**src/rtl/gc_input_conditioner.sv**
```systemverilog
`default_nettype none
// ============================================================================
// Module      : gc_input_conditioner
// Description : Turns decoded GameCube controller state into clean game-input
//               events. A coherent snapshot of {buttons, stick} is taken once
//               per poll period, but only after the inputs have been stable for
//               QUIET_CYCLES. Each snapshot yields held levels, one-cycle
//               press/release pulses, stick directions with hysteresis, and
//               auto-repeating navigation pulses.
// Ports       : clk          - system clock
//               reset        - synchronous, active-high reset
//               btn_in[11:0] - A,B,X,Y,start,L,R,Z,D_UP,D_DOWN,D_RIGHT,D_LEFT
//               joy_x/joy_y  - main stick, unsigned, centre 128
//               frame_valid  - one-cycle pulse per new snapshot
//               btn_held     - snapshot button levels
//               btn_press    - 0->1 pulses between snapshots
//               btn_release  - 1->0 pulses between snapshots
//               dir_held     - stick directions [0]up [1]down [2]left [3]right
//               nav_pulse    - navigation events with auto-repeat
// Revision    : 1.0 - initial release
// ============================================================================
module gc_input_conditioner #(
    parameter int SAMPLE_PERIOD = 1_000_000,
    parameter int QUIET_CYCLES  = 50_000,
    parameter int DZ_ON         = 48,
    parameter int DZ_OFF        = 32,
    parameter int REPEAT_DELAY  = 40,
    parameter int REPEAT_RATE   = 10
) (
    input  logic        clk,
    input  logic        reset,
    input  logic [11:0] btn_in,
    input  logic [7:0]  joy_x,
    input  logic [7:0]  joy_y,
    output logic        frame_valid,
    output logic [11:0] btn_held,
    output logic [11:0] btn_press,
    output logic [11:0] btn_release,
    output logic [3:0]  dir_held,
    output logic [3:0]  nav_pulse
);

    localparam int c_TMR_W = (SAMPLE_PERIOD > 1) ? $clog2(SAMPLE_PERIOD) : 1;
    localparam int c_QC_W  = (QUIET_CYCLES > 0) ? $clog2(QUIET_CYCLES + 1) : 1;

    localparam logic [c_TMR_W-1:0] c_TMR_LAST  = c_TMR_W'(SAMPLE_PERIOD - 1);
    localparam logic [c_TMR_W-1:0] c_TMR_ONE   = c_TMR_W'(1);
    localparam logic [c_QC_W-1:0]  c_QC_FULL   = c_QC_W'(QUIET_CYCLES);
    localparam logic [c_QC_W-1:0]  c_QC_ONE    = c_QC_W'(1);
    localparam logic signed [9:0]  c_DZ_ON     = 10'(DZ_ON);
    localparam logic signed [9:0]  c_DZ_OFF    = 10'(DZ_OFF);
    localparam logic [7:0]         c_RPT_DELAY = 8'(REPEAT_DELAY);
    localparam logic [7:0]         c_RPT_RELD  = 8'(REPEAT_DELAY - REPEAT_RATE);

    typedef enum logic [1:0] {
        S_IDLE    = 2'd0,
        S_PENDING = 2'd1,
        S_CAPTURE = 2'd2
    } state_t;

    state_t              r_state;
    state_t              w_state_next;
    logic [27:0]         r_in_prev;
    logic [27:0]         w_in_cur;
    logic [c_QC_W-1:0]   r_quiet;
    logic                w_quiet_full;
    logic [c_TMR_W-1:0]  r_timer;
    logic                w_wrap;

    logic signed [9:0]   w_ox;
    logic signed [9:0]   w_nx;
    logic signed [9:0]   w_oy;
    logic signed [9:0]   w_ny;
    logic [3:0]          w_dir_next;

    logic [3:0]          w_nav_active;
    logic [3:0]          r_nav_active;
    logic [3:0][7:0]     r_rpt_cnt;
    logic [3:0][7:0]     w_rpt_inc;

    assign w_in_cur     = {btn_in, joy_x, joy_y};
    assign w_quiet_full = (r_quiet == c_QC_FULL);
    assign w_wrap       = (r_timer == c_TMR_LAST);

    // ------------------------------------------------------------------
    // Change detection, sample timer and snapshot state register
    // ------------------------------------------------------------------
    always_ff @(posedge clk) begin
        if (reset) begin
            r_in_prev <= '0;
            r_quiet   <= '0;
            r_timer   <= '0;
            r_state   <= S_IDLE;
        end else begin
            r_in_prev <= w_in_cur;
            if (w_in_cur != r_in_prev) begin
                r_quiet <= '0;
            end else if (!w_quiet_full) begin
                r_quiet <= r_quiet + c_QC_ONE;
            end
            r_timer <= w_wrap ? '0 : (r_timer + c_TMR_ONE);
            r_state <= w_state_next;
        end
    end

    // A wrap seen while already pending is absorbed; a wrap during the
    // capture cycle re-arms the request so no poll period is lost.
    always_comb begin
        w_state_next = r_state;
        case (r_state)
            S_IDLE:    if (w_wrap) w_state_next = S_PENDING;
            S_PENDING: if (w_quiet_full) w_state_next = S_CAPTURE;
            S_CAPTURE: w_state_next = w_wrap ? S_PENDING : S_IDLE;
            default:   w_state_next = S_IDLE;
        endcase
    end

    // ------------------------------------------------------------------
    // Stick offsets and hysteresis (10-bit signed so -(-128) is exact)
    // ------------------------------------------------------------------
    assign w_ox = $signed({2'b00, joy_x}) - 10'sd128;
    assign w_oy = $signed({2'b00, joy_y}) - 10'sd128;
    assign w_nx = -w_ox;
    assign w_ny = -w_oy;

    always_comb begin
        w_dir_next    = '0;
        w_dir_next[0] = dir_held[0] ? (w_oy >= c_DZ_OFF) : (w_oy >= c_DZ_ON);
        w_dir_next[1] = dir_held[1] ? (w_ny >= c_DZ_OFF) : (w_ny >= c_DZ_ON);
        w_dir_next[2] = dir_held[2] ? (w_nx >= c_DZ_OFF) : (w_nx >= c_DZ_ON);
        w_dir_next[3] = dir_held[3] ? (w_ox >= c_DZ_OFF) : (w_ox >= c_DZ_ON);
    end

    // ------------------------------------------------------------------
    // Snapshot registers and edge pulses; btn_held doubles as the
    // previous snapshot for edge detection.
    // ------------------------------------------------------------------
    always_ff @(posedge clk) begin
        if (reset) begin
            frame_valid <= 1'b0;
            btn_held    <= '0;
            btn_press   <= '0;
            btn_release <= '0;
            dir_held    <= '0;
        end else begin
            frame_valid <= 1'b0;
            btn_press   <= '0;
            btn_release <= '0;
            if (r_state == S_CAPTURE) begin
                frame_valid <= 1'b1;
                btn_held    <= btn_in;
                btn_press   <= btn_in & ~btn_held;
                btn_release <= ~btn_in & btn_held;
                dir_held    <= w_dir_next;
            end
        end
    end

    // ------------------------------------------------------------------
    // Navigation with auto-repeat, evaluated on the cycle frame_valid is
    // high so it sees the freshly updated dir_held / btn_held.
    // Lane order: up=D_UP(8), down=D_DOWN(9), left=D_LEFT(11), right=D_RIGHT(10)
    // ------------------------------------------------------------------
    assign w_nav_active = dir_held | {btn_held[10], btn_held[11], btn_held[9], btn_held[8]};

    always_comb begin
        w_rpt_inc = '0;
        for (int d = 0; d < 4; d++) begin
            w_rpt_inc[d] = r_rpt_cnt[d] + 8'd1;
        end
    end

    always_ff @(posedge clk) begin
        if (reset) begin
            r_nav_active <= '0;
            r_rpt_cnt    <= '0;
            nav_pulse    <= '0;
        end else begin
            nav_pulse <= '0;
            if (frame_valid) begin
                r_nav_active <= w_nav_active;
                for (int d = 0; d < 4; d++) begin
                    if (!w_nav_active[d]) begin
                        r_rpt_cnt[d] <= '0;
                    end else if (!r_nav_active[d]) begin
                        nav_pulse[d] <= 1'b1;
                        r_rpt_cnt[d] <= '0;
                    end else if (w_rpt_inc[d] == c_RPT_DELAY) begin
                        // Reload below the threshold so later repeats land
                        // every REPEAT_RATE snapshots without the counter wrapping.
                        nav_pulse[d] <= 1'b1;
                        r_rpt_cnt[d] <= c_RPT_RELD;
                    end else begin
                        r_rpt_cnt[d] <= w_rpt_inc[d];
                    end
                end
            end
        end
    end

endmodule
`default_nettype wire

```
**config.mk**
```make
export PLATFORM = sky130hd
export DESIGN_NAME = gc_input_conditioner
export DESIGN_NICKNAME = d
export VERILOG_FILES = /design/src/rtl/gc_input_conditioner.sv
export SDC_FILE = /design/constraint.sdc
export NUM_CORES = 1
export LEC_CHECK = 0
export CAP_MARGIN = 20
export CELL_PAD_IN_SITES_DETAIL_PLACEMENT = 0
export CELL_PAD_IN_SITES_GLOBAL_PLACEMENT = 1
export CORE_MARGIN = 2
export CORE_UTILIZATION = 25
export DETAILED_ROUTE_END_ITERATION = 8
export PLACE_DENSITY_LB_ADDON = 0.1
export SYNTH_ARGS = -nofsm -noshare
export SYNTH_HDL_FRONTEND = slang
export SYNTH_SLANG_ARGS = --single-unit
export TNS_END_PERCENT = 50
```
**constraint.sdc**
```tcl
create_clock -name clk -period 5.8 [get_ports clk]
set_clock_uncertainty 0.2 [all_clocks]
set_input_delay 1.45 -clock clk [delete_from_list [all_inputs] [get_ports clk]]
set_output_delay 1.45 -clock clk [all_outputs]
set_load 0.05 [all_outputs]
```
==> flow.log <==
[flow] summary of implementation run
INFO  metric status = finished, final reports clean
INFO  metric leakagePower = 2.68 nW
INFO  metric finalWeightedCongestion = 0.768
INFO  metric global_route.overflow_total = 0
INFO  metric initialDrtViolationCount = 205
INFO  metric hold_class = reg -> reg
INFO  metric yosysCellCount = 704
INFO  metric layout.cell_area.non_filler = 8100 um2
INFO  metric yosys_warnings = 0
INFO  metric clkLatencyLatePin = 430 ps
INFO  metric top_cells_by_area = sky130_fd_sc_hd__dfxtp_1 46%, sky130_fd_sc_hd__xnor2_1 5.5%, sky130_fd_sc_hd__nor2_1 4.8%
INFO  metric transition_at_the_pin_with_the_smallest_max_transition_slack = approximately 860 ps
INFO  metric grt_antenna_before_repair = 0
INFO  metric min-delay-start = r_state[1]
INFO  metric max_clock_freq = 0.270 GHz
INFO  metric number_of_cells_on_the_worst_reg_to_reg_path = 5
INFO  metric logic_area = 3240 um2
INFO  metric period_used_share = 0.639
INFO  metric detail-route-antenna-nets = 0
INFO  metric power.density = 287 nW/um2
INFO  metric postLayoutCoreUtil = 0.321
INFO  metric netlist_area = approximately 6400 um2
INFO  metric rr_startpoint = r_in_prev[10]
INFO  metric combPwrFrac = 0.034
INFO  metric worst-setup-path-type = in -> reg
INFO  metric timing.critical_path.depth = 6
INFO  metric critPathTopFamily = simple AND/OR/NAND/NOR gates
INFO  metric crit_path_top_delay_cell = sky130_fd_sc_hd__nand4_1
INFO  metric worst_hold_margin = between 200 and 300 ps
INFO  metric timing.critical_path.slowest_cell_delay = 690 ps
INFO  metric final_cell_count_no_fill = 1114
INFO  metric power.switching = about 510 uW
INFO  metric die-area = 26900 um2
INFO  metric row_count = 58
INFO  metric viasPerCell = 4.58
INFO  metric clock_power_share = 0.524
INFO  metric numSynthFlops = about 150
INFO  metric dominant_cell_type_by_area_after_synthesis = sky130_fd_sc_hd__dfxtp_1
INFO  metric clock_path_buffers = 2
INFO  metric final_nets = 813
INFO  metric core_region_area = ~25000 um2
INFO  metric chipWidth = 164 um
INFO  metric yosys-stat-area = approximately 6400 um2
INFO  metric min_delay_path_depth = 1
INFO  metric avgSynthCellArea = 9.09 um2
INFO  metric floorplan.io_pins = 75
INFO  metric dp_hpwl = ~11000 um
INFO  metric dp_slack = 1620 ps
INFO  metric tool_warnings = 31
INFO  metric antenna_diode_count = 0
INFO  metric crit_start = btn_in[4]
INFO  metric die.size.y = 164 um
INFO  metric initial_utilization = 0.254
INFO  metric netSwitchingFraction = 0.219
INFO  metric finalSetupViolCount = 0
INFO  metric cp_data_required_time = between 5000 and 6000 ps
INFO  metric final_critical_path_setup_slack = 2090 ps
INFO  metric first_global_vias = 4937
INFO  metric maxCapViolations = 0
INFO  metric post_cts_buffers = 0
INFO  metric finalCriticalPeriod = 3710 ps
INFO  metric drt_first_pass_iters = 6
INFO  metric cts_buffers = 17
INFO  metric final_cell_mix = 147 x sky130_fd_sc_hd__dfxtp_1, 82 x sky130_fd_sc_hd__nor2_1, 73 x sky130_fd_sc_hd__clkdlybuf4s50_1, 61 x sky130_fd_sc_hd__nand2_1, 40 x sky130_fd_sc_hd__xnor2_1
INFO  metric worst-endpoint-arrival = 3840 ps
INFO  metric grt_util_all_layers = 0.122
INFO  metric seqPwrFrac = 0.442
INFO  metric cts_hold_buf = 0
INFO  metric synth_seq_share = 0.460
INFO  metric drc = 0
INFO  metric hold_viol_final = 0
INFO  metric critical_path.cell_chain = clkdlybuf4s50_1 > xnor2_1 > nand4_1 > nor4_1 > nand4_1 > a21oi_1
INFO  metric grt_max_degree = 52
INFO  metric cts.repair.resized = 0
INFO  metric yosysTopAreaCellShare = 0.460
INFO  metric placed_cell_area = 7430 um2
INFO  metric cellInternalPower = 1.81 mW
INFO  metric p_comb = 78.7 uW
INFO  metric top_power_group = the clock network
INFO  metric synth-edff-count = 0
INFO  metric slew-limit-headroom = 0.424
INFO  metric root_driver = sky130_fd_sc_hd__clkbuf_16
INFO  metric flop_cell = sky130_fd_sc_hd__dfxtp_1
INFO  metric mappedNetlistNets = 745
INFO  metric number_of_levels_in_the_clock_h_tree = 4
INFO  metric routedWlPerCell = 14.2 um
INFO  metric worstSetupEndpointType = flop
INFO  metric timing.setup.tns = 0 ps
INFO  metric power.sequential.total = 1.03 mW
INFO  metric yosysUniqueCellTypes = 51
INFO  metric critical_path_peak_fanout = 16
INFO  metric ys_async_sr_fraction = 0
INFO  metric final.fill_count = about 2.6k
INFO  metric grt_pass1_wl = 25800 um
INFO  metric drive_above_1_share = 0.0893
INFO  metric cts_tree = built
INFO  metric synthesis.instances = 704
INFO  metric timing.critical_path.from_type = input pin
INFO  metric worstPathBufferInverterCount = 1
INFO  metric irDropWorstVdd = 0.000132 V
INFO  metric crit_top_cell = sky130_fd_sc_hd__nand4_1
INFO  metric clock_pin_slew_on_the_worst_setup_and_hold_paths = approximately 70 ps
INFO  metric rsz0062_at_grt = no
INFO  metric p_clk = 1.22 mW
INFO  metric layout.cells.most_common = sky130_fd_sc_hd__dfxtp_1
INFO  metric totalPowerFinal = about 2.3 mW
INFO  metric slew_violations = 0
INFO  metric seqCellArea = just under 3000 um2
INFO  metric io_buffer_count = 74
INFO  metric dpl.cell_count = 1082
INFO  metric layout-area-overhead-vs-synth = 26.5%
## logic make-up after synthesis
| group | Yosys count | share of synthesized area |
|---|---|---|
| adders and majority gates | 11 | 0.0215 |
| xor gates and xnor gates | 63 | 0.0862 |
| and+or+nand+nor | 314 | 0.264 |
| buffers and inverters | 50 | 0.0340 |
| AOI/OAI and AO/OA | 114 | 0.126 |
| muxes | 5 | 0.00782 |
| DFF | 147 | 0.460 |
## Yosys cell counts, drive strengths merged (4+ instances only)
library cell,number
a31o,4
a311oi,4
nor4bb,5
xor2,23
a2bb2oi,4
ha,11
nor3,12
o21ai,15
inv,21
clkbuf,18
or2,13
xnor2,40
nand2b,7
or3,6
a21oi,27
a211oi,10
o32ai,12
nor2,82
nand3,22
buf,11
mux2i,5
or4,4
nor4,11
nor2b,28
o21bai,4
and3,8
a311o,4
a32oi,8
nand2,61
nand4,14
a31oi,8
o211ai,6
nor4b,6
nor3b,28
a211o,4
o22ai,4
dfxtp,147
## final timing paths
path	to	slack, ps
max	r_quiet[2]	2090
min	r_state[1]	260
max reg2reg	r_quiet[2]	3360
min reg2reg	r_state[1]	260
## registers in the layout (all words and copies together), names as in the netlist
name and count:
frame_valid 1, r_timer 20, btn_release 12, btn_press 12, r_in_prev 28, nav_pulse 4, dir_held 4, r_state 2
btn_held 12, r_rpt_cnt 32, r_quiet 16, r_nav_active 4
## cell type report
type,count,share of cell area
multi-input cells,507,0.400
flip-flops and latches,147,0.364
repair buffers,78,0.0958
clock buffers,19,0.0560
well taps,330,0.0510
clock inverters,12,0.0238
inverters,21,0.00974
## layer usage
layer  vias to the layer above  routed length [um]  track usage
met5                         -                   0            0
met4                         0                 210       0.0415
met3                        15                 616       0.0356
met2                        66                7140        0.191
met1                      2406                7820        0.160
li1                       2613                   -            -
==> images/layer_met1.png <==
Supply wires on this layer in grey.
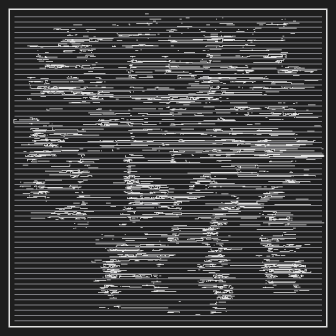
main direction: horizontal
wire length on this layer: 7820 um
met1 Resource Use GR: 0.160
total number of vias: 5100
wirelength, routed: 15800 um

==> images/layer_met2.png <==
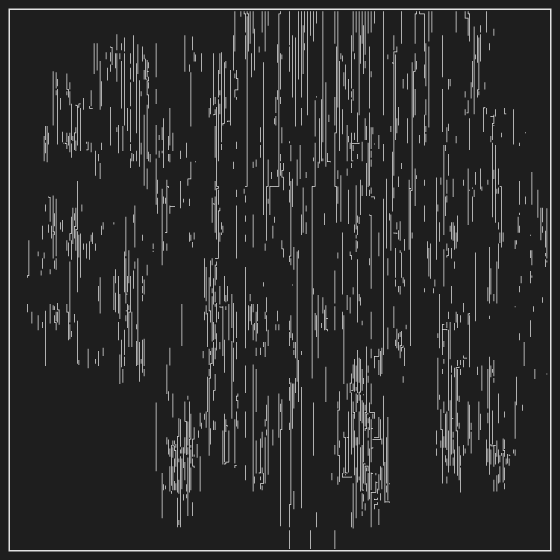
nets with wire on the layer: 656
wire length on this layer: 7140 um

==> images/layer_met3.png <==
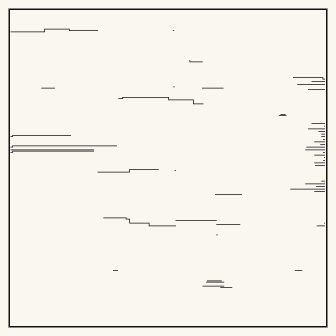
share of all routed wire: 3.9%
main direction: horizontal
wire length on this layer: 617 um
nets with wire on the layer: 44

==> images/layer_met4.png <==
Bar = 50 um. Supply wires on this layer in grey.
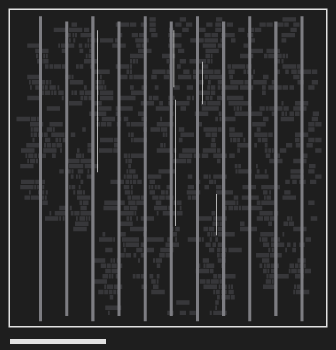
nets with wire on the layer: 3
longest straight run: 73.4 um
main direction: vertical

==> images/clocks.png <==
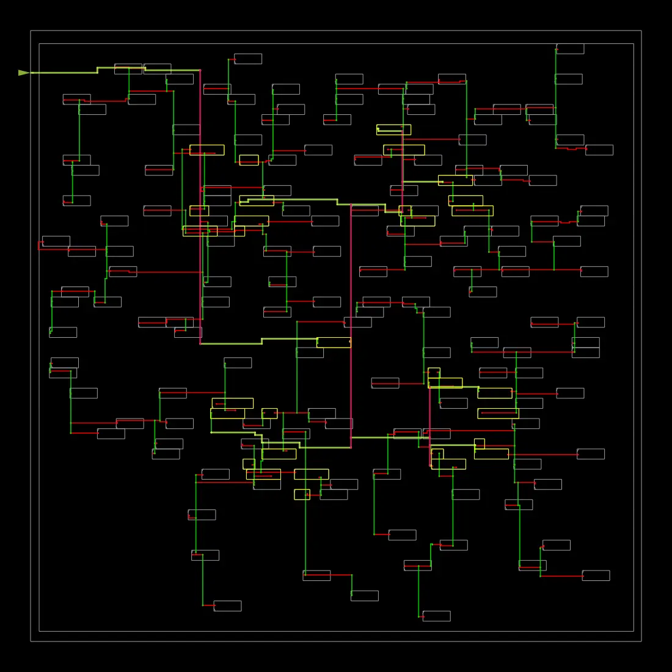
TritonCTS sink count: 147
registers: 147

Power is estimated from default activity; no workload was simulated.
